--- config.mk ---
export PLATFORM = sky130hd
export DESIGN_NAME = uart_tx_scheduler
export DESIGN_NICKNAME = d
export VERILOG_FILES = /design/src/rtl/uart_tx_scheduler.sv
export SDC_FILE = /design/constraint.sdc
export NUM_CORES = 1
export LEC_CHECK = 0
export CAP_MARGIN = 20
export CORE_MARGIN = 8
export CORE_UTILIZATION = 44
export CTS_BUF_LIST = sky130_fd_sc_hd__clkbuf_4
export DETAILED_ROUTE_END_ITERATION = 6
export PLACE_DENSITY = 0.8
export SLEW_MARGIN = 20
export SYNTH_ARGS = -nofsm -noshare
export SYNTH_HDL_FRONTEND = slang
export SYNTH_SLANG_ARGS = --single-unit
--- constraint.sdc ---
create_clock -name clk_clk -period 4.9 [get_ports clk_clk]
set_clock_uncertainty 0.2 [all_clocks]
set_input_delay 0.98 -clock clk_clk [delete_from_list [all_inputs] [get_ports clk_clk]]
set_output_delay 0.98 -clock clk_clk [all_outputs]
set_load 0.03 [all_outputs]
--- src/rtl/uart_tx_scheduler.sv ---
// Round-robin scheduler sharing one UART TX byte channel between NUM_REQ packet sources.
// Each granted packet is prefixed with a {4'hA, source id} header; stalled sources are aborted.
module uart_tx_scheduler #(
    parameter int NUM_REQ = 4,
    parameter int TIMEOUT = 1024,
    parameter int CNT_W   = 16
) (
    input  logic                 clk_clk,
    input  logic                 reset_reset,
    input  logic [NUM_REQ-1:0]   req_valid,
    input  logic [8*NUM_REQ-1:0] req_data,
    input  logic [NUM_REQ-1:0]   req_last,
    output logic [NUM_REQ-1:0]   req_ready,
    output logic                 tx_valid,
    output logic [7:0]           tx_data,
    input  logic                 tx_ready,
    output logic [3:0]           grant_id,
    output logic                 busy,
    output logic                 abort_pulse,
    output logic [CNT_W-1:0]     pkt_count
);

    localparam int SW = $clog2(TIMEOUT);
    localparam logic [SW-1:0] STALL_MAX = SW'(TIMEOUT - 1);

    typedef enum logic [1:0] {
        IDLE,
        HDR,
        PAYLOAD
    } state_t;

    state_t        state;
    logic [3:0]    rr_ptr;
    logic [SW-1:0] stall_cnt;

    logic          g_valid;
    logic          g_last;
    logic [7:0]    g_data;
    logic          any_req;
    logic [3:0]    winner;
    int            win_dist;
    int            cand_dist;

    // Mux out the granted source's byte lane without a variable-width index.
    always_comb begin
        g_valid = 1'b0;
        g_last  = 1'b0;
        g_data  = '0;
        for (int unsigned i = 0; i < NUM_REQ; i++) begin
            if (grant_id == 4'(i)) begin
                g_valid = req_valid[i];
                g_last  = req_last[i];
                g_data  = req_data[8*i +: 8];
            end
        end
    end

    // Winner is the valid source at the smallest rotational distance after rr_ptr.
    always_comb begin
        any_req   = 1'b0;
        winner    = '0;
        win_dist  = NUM_REQ;
        cand_dist = 0;
        for (int unsigned i = 0; i < NUM_REQ; i++) begin
            cand_dist = int'(i) - int'(rr_ptr) - 1;
            if (cand_dist < 0) begin
                cand_dist = cand_dist + NUM_REQ;
            end
            if (req_valid[i] && (cand_dist < win_dist)) begin
                any_req  = 1'b1;
                winner   = 4'(i);
                win_dist = cand_dist;
            end
        end
    end

    always_ff @(posedge clk_clk) begin
        if (reset_reset) begin
            state       <= IDLE;
            rr_ptr      <= 4'(NUM_REQ - 1);
            grant_id    <= '0;
            pkt_count   <= '0;
            stall_cnt   <= '0;
            abort_pulse <= 1'b0;
        end else begin
            abort_pulse <= 1'b0;
            case (state)
                IDLE: begin
                    if (any_req) begin
                        grant_id <= winner;
                        state    <= HDR;
                    end
                end
                HDR: begin
                    stall_cnt <= '0;
                    if (tx_ready) begin
                        state <= PAYLOAD;
                    end
                end
                PAYLOAD: begin
                    if (g_valid && tx_ready) begin
                        stall_cnt <= '0;
                        if (g_last) begin
                            state     <= IDLE;
                            rr_ptr    <= grant_id;
                            pkt_count <= pkt_count + 1'b1;
                        end
                    end else if (!g_valid) begin
                        // Only source-side silence counts; downstream backpressure never aborts.
                        if (stall_cnt == STALL_MAX) begin
                            abort_pulse <= 1'b1;
                            state       <= IDLE;
                            rr_ptr      <= grant_id;
                            stall_cnt   <= '0;
                        end else begin
                            stall_cnt <= stall_cnt + 1'b1;
                        end
                    end
                end
                default: state <= IDLE;
            endcase
        end
    end

    always_comb begin
        busy      = (state != IDLE);
        tx_valid  = 1'b0;
        tx_data   = '0;
        req_ready = '0;
        case (state)
            HDR: begin
                tx_valid = 1'b1;
                tx_data  = {4'hA, grant_id};
            end
            PAYLOAD: begin
                tx_valid = g_valid;
                tx_data  = g_data;
                for (int unsigned i = 0; i < NUM_REQ; i++) begin
                    req_ready[i] = (grant_id == 4'(i)) && tx_ready;
                end
            end
            default: begin
                tx_valid = 1'b0;
            end
        endcase
    end

endmodule
run_1/final_congestion.png
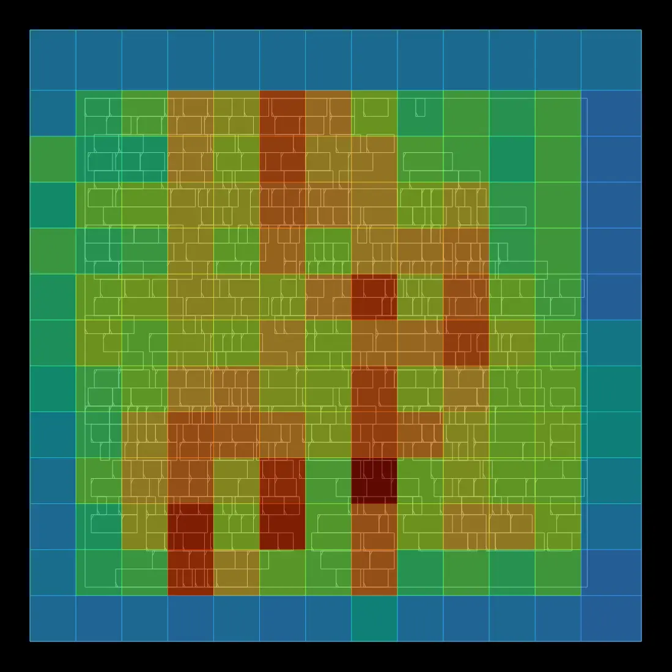
M2 GR Usage: 0.2658
aggregate global-route resource usage: 0.1562

run_1/gate_families.png
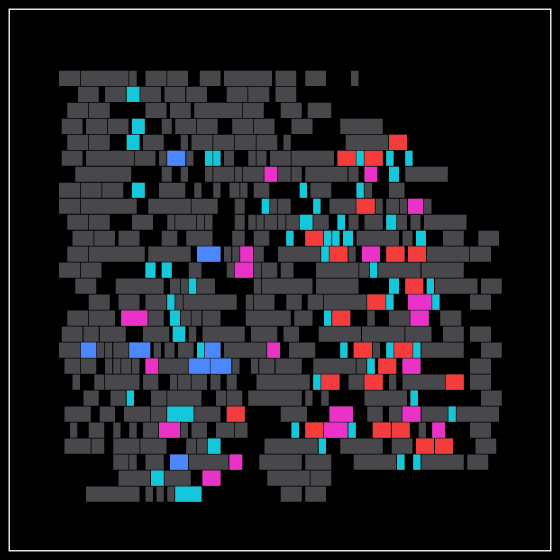
family	color	cells	most used
AND-OR and OR-AND gates	blue	8	a22o_1
NOR gates	cyan	53	nor2_1
AND and OR gates	magenta	19	and4_1
XOR/XNOR gates	red	23	xor2_1

==> out/metrics.yaml, run 1 <==
status:
  run_status: "finished, violations left"
  violations: "setup timing"
pwr:
  power_switching_mw: 0.4019
  p_leak_nw: 1.397
  intPower_mw: 0.5936
  swShare: 0.4037
  clockPowerShare: 0.154
  power_density_mw_per_mm2: 273.1
  comb_power_share: 0.525
routing:
  drc: 0
  post_drt_via_cell_ratio: 5.386
  wl_met3_um: 557
  drtAntennaViolNets: 0
  routed_wl_um: 6675
  highest_layer: "met4"
  wl_per_cell_um: 14.39
  wl_met2_um: 3304
final_timing:
  fin_crit_ps: 4964
  worst_slack_ps: -63.86
  hold_viol: 0
  fmax_mhz: 201.5
  setup_viol: 2
  setup_tns_ps: -100.8
  post-route-period-util: 1.013
  maxSlewViolCount: 0
  worst_pin_slew_ps: 827.3
yosys:
  netlist_area_sq_mm: 0.002532
  yosys_warnings: 0
  synth-seq-cells: 33
  ys_sh_mux: 0.1077
  synth_cells: 298
  ys_cells: 298
  ff_type: "dfxtp_1"
  synthXorXnorAreaFrac: 0.07955
  avgSynthCellArea_sq_um: 8.498
  synthTopLogicFamily: "simple AND/OR/NAND/NOR gates"
  compound_area_frac: 0.1176
  yosysSeqAreaShare: 0.2609
  top_area_frac: 0.2609
  synthTopCellsByCount: "nand2_1, nor2_1, dfxtp_1"
  synthArstFlopShare: 0
  topCellsByArea: "dfxtp_1, ha_1, nand2_1"
  synth_area_leader_cell: "dfxtp_1"
hold_path:
  worstHoldStart: "state[1]"
final_layout:
  layout.filler_cells: 474
  final-instance-count-excl-fill: 464
  area_growth_pct: 43.92
  layout_top_cell: "clkdlybuf4s50_1"
  final_nets: 458
  drive_gt1_frac: 0.1633
  final_util: 0.6579
die:
  dieArea_sq_mm: 0.008439
  die_w_um: 91.87
  num_rows: 27
  core_area_sq_mm: 0.005540
  fp.dieH_um: 91.87
placed_design:
  place_ws_ps: -359.3
  postPlaceCellArea_sq_mm: 0.003470
  port_buffers: 75
  dp_hpwl_um: 5302
setup_path:
  required_ps: 4950
  crit_buf_inv: 3
  arrival_ps: 5010
  crit_path_end_kind: "register"
  crit_path_start_kind: "register"
  rr_startpoint: "rr_ptr[0]"
  critical_path_class: "reg2reg"
clocking:
  clock-sinks: 33
  clock_latency_ps: 330
  cts.path.max_buffers: 2
  cts_hold_buffers: 0
  clk_pin_slew_ps: 100
  cts_tree: "done"
  cts_made_buffers: 5
global_route:
  grt_max_degree: 23
  gr-usage-met1: 0.1804
job:
  warnings: 37
run_1/registers.png
Scale bar: 20 um.
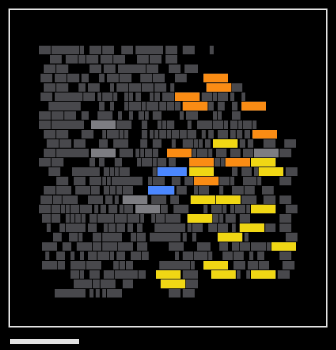
signal	color	placed flops
stall_cnt	orange	10
pkt_count	yellow	16
rr_ptr	blue	2
not colored	5

run 1: worst reg2reg max path, delay by kind of cell (launching register included):
kind | cells | cell delay, ps
compound gates | 12 | 1880
fa+ha+maj | 6 | 1490
simple gates | 7 | 790
flops | 1 | 370
buf+inv | 3 | 150
run 1: power groups by stage:
stage	clock, mW	combinational (mW)	sequential, mW
6_report	0.153	0.523	0.320
5_1_grt	0.167	0.571	0.326
4_1_cts	0.159	0.513	0.321
3_5_place_dp	0	0.506	0.327
3_3_place_gp	0	0.497	0.325
2_1_floorplan	0	0.360	0.313
run 1: layout make-up:
class                      count  area, sq um  area share
clock inverter                 1        3.754    0.001030
multi-input combinational    244         1888      0.5180
clock buffer                   7        52.55     0.01442
inverter                      15        66.31     0.01819
sequential                    33        665.6      0.1826
tap                           72        90.09     0.02472
timing repair buffer          92        878.3      0.2410
run 1: registers in the layout (all words and copies together) (netlist names):
name / flops
state: 2
stall_cnt: 10
abort_pulse: 1
rr_ptr: 2
pkt_count: 16
grant_id: 2
run 1: final timing paths:
kind,to,slack (ps),depth (start not counted)
setup / recovery,grant_id[0],-60,28
setup reg to reg,grant_id[0],-60,28
hold reg to reg,state[1],290,2
hold / removal,state[1],290,2
run 1: what timing repair did:
action,CTS,global route
pin swaps,12,4
hold endpoints to repair,0,0
gates resized,10,11
gates cloned,0,0
setup buffers,3,1
setup endpoints to repair,2,2
run 1: logic make-up after synthesis:
| group | Yosys count |
|---|---|
| AOI/OAI and AO/OA | 44 |
| xor gates and xnor gates | 23 |
| adders and majority gates | 24 |
| buffers and inverters | 27 |
| DFF | 33 |
| muxes | 16 |
| other | 2 |
| and+or+nand+nor | 129 |
run_1/met2.png
Scale bar: 20 um.
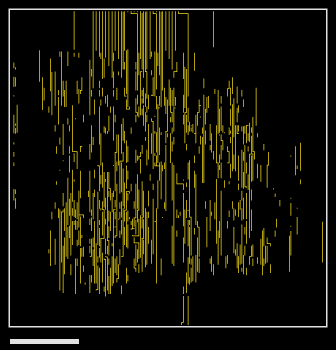

==> run 1 -> run 2 <==
--- a/config.mk
+++ b/config.mk
@@ -5,12 +5,13 @@
 export SDC_FILE = /design/constraint.sdc
 export NUM_CORES = 1
 export LEC_CHECK = 0
+export ABC_AREA = 1
 export CAP_MARGIN = 20
 export CORE_MARGIN = 8
-export CORE_UTILIZATION = 44
+export CORE_UTILIZATION = 45
 export CTS_BUF_LIST = sky130_fd_sc_hd__clkbuf_4
 export DETAILED_ROUTE_END_ITERATION = 6
-export PLACE_DENSITY = 0.8
+export PLACE_DENSITY = 0.81
 export SLEW_MARGIN = 20
 export SYNTH_ARGS = -nofsm -noshare
 export SYNTH_HDL_FRONTEND = slang
run_2/met2.png
Scale bar: 20 um.
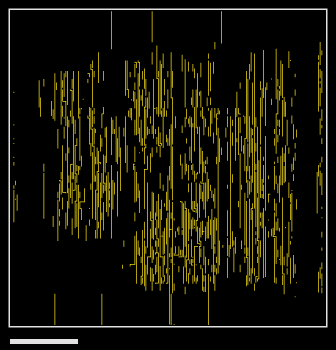
wire length on this layer	3550 um
share of all routed wire	46%
nets with wire on the layer	456
longest straight run	45.2 um

run_2/met3.png
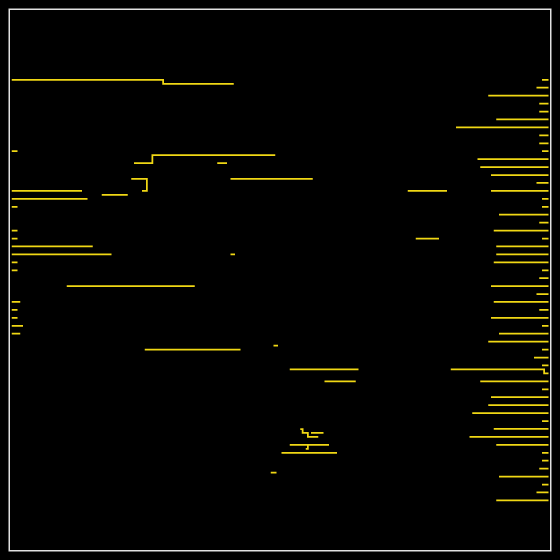
main direction	horizontal
longest straight run	25.8 um
wire length on this layer	547 um
share of all routed wire	7.0%
Routed WL: 7760 um
Vias: 2914
routing usage on met3: 0.03560

==> out/metrics.yaml, run 2 <==
final_timing:
  fmax_mhz: 217.3  # +7.9%
  post-route-period-util: 0.9391  # -0.07397
  setup_tns_ps: 0  # +100.8 ps
  worst_slack_ps: 298.6  # +362.4 ps
  maxSlewViolCount: 0  # unchanged
  hold_viol: 0  # unchanged
  fin_crit_ps: 4601  # -362.4 ps
  worst_pin_slew_ps: 705.3  # -121.9 ps
  setup_viol: 0  # -2
clocking:
  root_buffer: "clkbuf_4"
  cts.path.max_buffers: 2  # unchanged
  clk_pin_slew_ps: 100  # about the same
  cts_hold_buffers: 0  # unchanged
  clock-sinks: 33  # unchanged
  clock_latency_ps: 340  # about the same
  cts_tree: "done"
  cts_made_buffers: 5  # unchanged
  h-tree-depth: 2
routing:
  post_drt_via_cell_ratio: 5.204  # -3.4%
  drtPass1Iterations: 4
  drtAntennaViolNets: 0  # unchanged
  wl_per_cell_um: 13.86  # -3.7%
  drc: 0  # unchanged
setup_path:
  crit_path_end_kind: "register"
  cp.depth: 38  # +36%
  crit_path_start_kind: "register"
  reg2reg_depth: 38  # +36%
  crit_buf_inv: 4  # +1
  critical_path_class: "reg2reg"
  arrival_ps: 4600  # -410 ps
  required_ps: 4900  # -50 ps
  rrSetupSlack_ps: 300  # +360 ps
  path_delay_family: "simple AND/OR/NAND/NOR gates"
  critPathMaxFanout: 8
hold_path:
  whs_path_depth: 1  # -1
  hold_path.class: "reg2reg"
final_layout:
  final_nets: 551  # +20%
  reg.largest.list: "pkt_count: 16 flops, stall_cnt: 10 flops"
  largest_reg_flops: 16  # unchanged
  layout_top_cell: "nand2_1"
  final_util: 0.6184  # -0.03946
  final-instance-count-excl-fill: 560  # +21%
  comb_area_sq_mm: 0.001740  # -7.8%
  register_area_sq_um: 664.4  # -0.19%
  top_register: "pkt_count"
  layout.filler_cells: 543  # +15%
  antennaDiodeCount: 0
  drive_gt1_frac: 0.1072  # -0.05605
  area_growth_pct: 35.60
die:
  core_area_sq_mm: 0.005781  # +4.3%
  fp_util: 0.4561
  dieArea_sq_mm: 0.008564  # +1.5%
  fp.dieH_um: 92.54  # +0.73%
  die_w_um: 92.54  # +0.73%
  num_rows: 28  # +3.7%
yosys:
  synth_cells: 401  # +35%
  topCellsByArea: "dfxtp_1, nand2_1, ha_1"
  synthArstFlopShare: 0  # unchanged
  synthTopCellsByCount: "nand2_1, inv_1, nor2_1"
  synth_area_leader_cell: "dfxtp_1"
  ys_types: 46
  yosys_warnings: 0  # unchanged
  ff_type: "dfxtp_1"
  yosysSeqAreaShare: 0.2506  # -0.01028
  ys_cells: 401  # +35%
  ys_area_sq_mm: 0.002636
  top_area_frac: 0.2506  # -0.01028
  netlist_area_sq_mm: 0.002636  # +4.1%
  avgSynthCellArea_sq_um: 6.574  # -23%
  synth-seq-cells: 33  # unchanged
status:
  run_status: "finished, final reports clean"
pwr:
  total_power_mw: 1.050
  power_density_mw_per_mm2: 293.7  # +7.5%
  p_leak_nw: 1.559  # +12%
placed_design:
  postPlaceCellArea_sq_mm: 0.003457  # -0.36%
  port_buffers: 75  # unchanged
  place_ws_ps: 66.58  # +425.9 ps
  dp_hpwl_um: 5943  # +12%
global_route:
  grt_max_degree: 20  # -13%
  grt_usage: 0.1711  # +0.01497
job:
  warnings: 36  # -2.7%
-- run 2: cell types whose count changed in the layout (fill, tap and decap cells not counted), moves of 6 or more --
cell     change
nand2_1     +47
inv_1       +45
xnor2_1     -11
buf_4       -12
xor2_1      -11
o21ai_0     +18
nand2_2      +7
mux2i_1      -6
nand3_1     +13
a21oi_1     +18
-- run 2: logic make-up (layout without fill, tap and decap cells) --
logic type	Yosys count	in the layout	synth area share
simple gates	189	190	0.3460
fa+ha+maj	24	24	0.1139
other cells	2	8	0.002849
buf+inv	73	150	0.1115
xor+xnor	1	1	0.003323
flops	33	33	0.2506
compound gates	79	79	0.1718
-- run 2: final timing paths --
kind                     start            to
setup / recovery     rr_ptr[1]   grant_id[1]
hold / removal    stall_cnt[3]  stall_cnt[4]
setup reg to reg     rr_ptr[1]   grant_id[1]
hold reg to reg   stall_cnt[3]  stall_cnt[4]
-- run 2: repair_timing --
item                       CTS  global route
buffers inserted             0             3
gates resized                0            13
setup endpoints to repair    0             4
-- run 2: area by class of cell --
type / instances / share of cell area
clock buffers: 6 / 0.01260
clock inverters: 2 / 0.002800
multi-input cells: 302 / 0.4869
flip-flops and latches: 33 / 0.1859
repair buffers: 80 / 0.2205
well taps: 75 / 0.02625
inverters: 62 / 0.06510
-- run 2: power breakdown --
part	internal, mW	switching [mW]
Sequential	0.285	0.0364
Clock	0.0601	0.0942
Combinational	0.217	0.358
Total	0.561	0.488
-- run 2: per-layer routing --
metal	vias to the layer above	routed length [um]	part of all wire	GRT usage
li1	1475	-	-	-
met1	1330	3576	0.46	0.2041
met2	103	3554	0.46	0.2998
met3	6	547	0.070	0.03560
met4	0	82	0.011	0.05235
met5	-	0	0	0
Power and IR drop assume default switching activity.
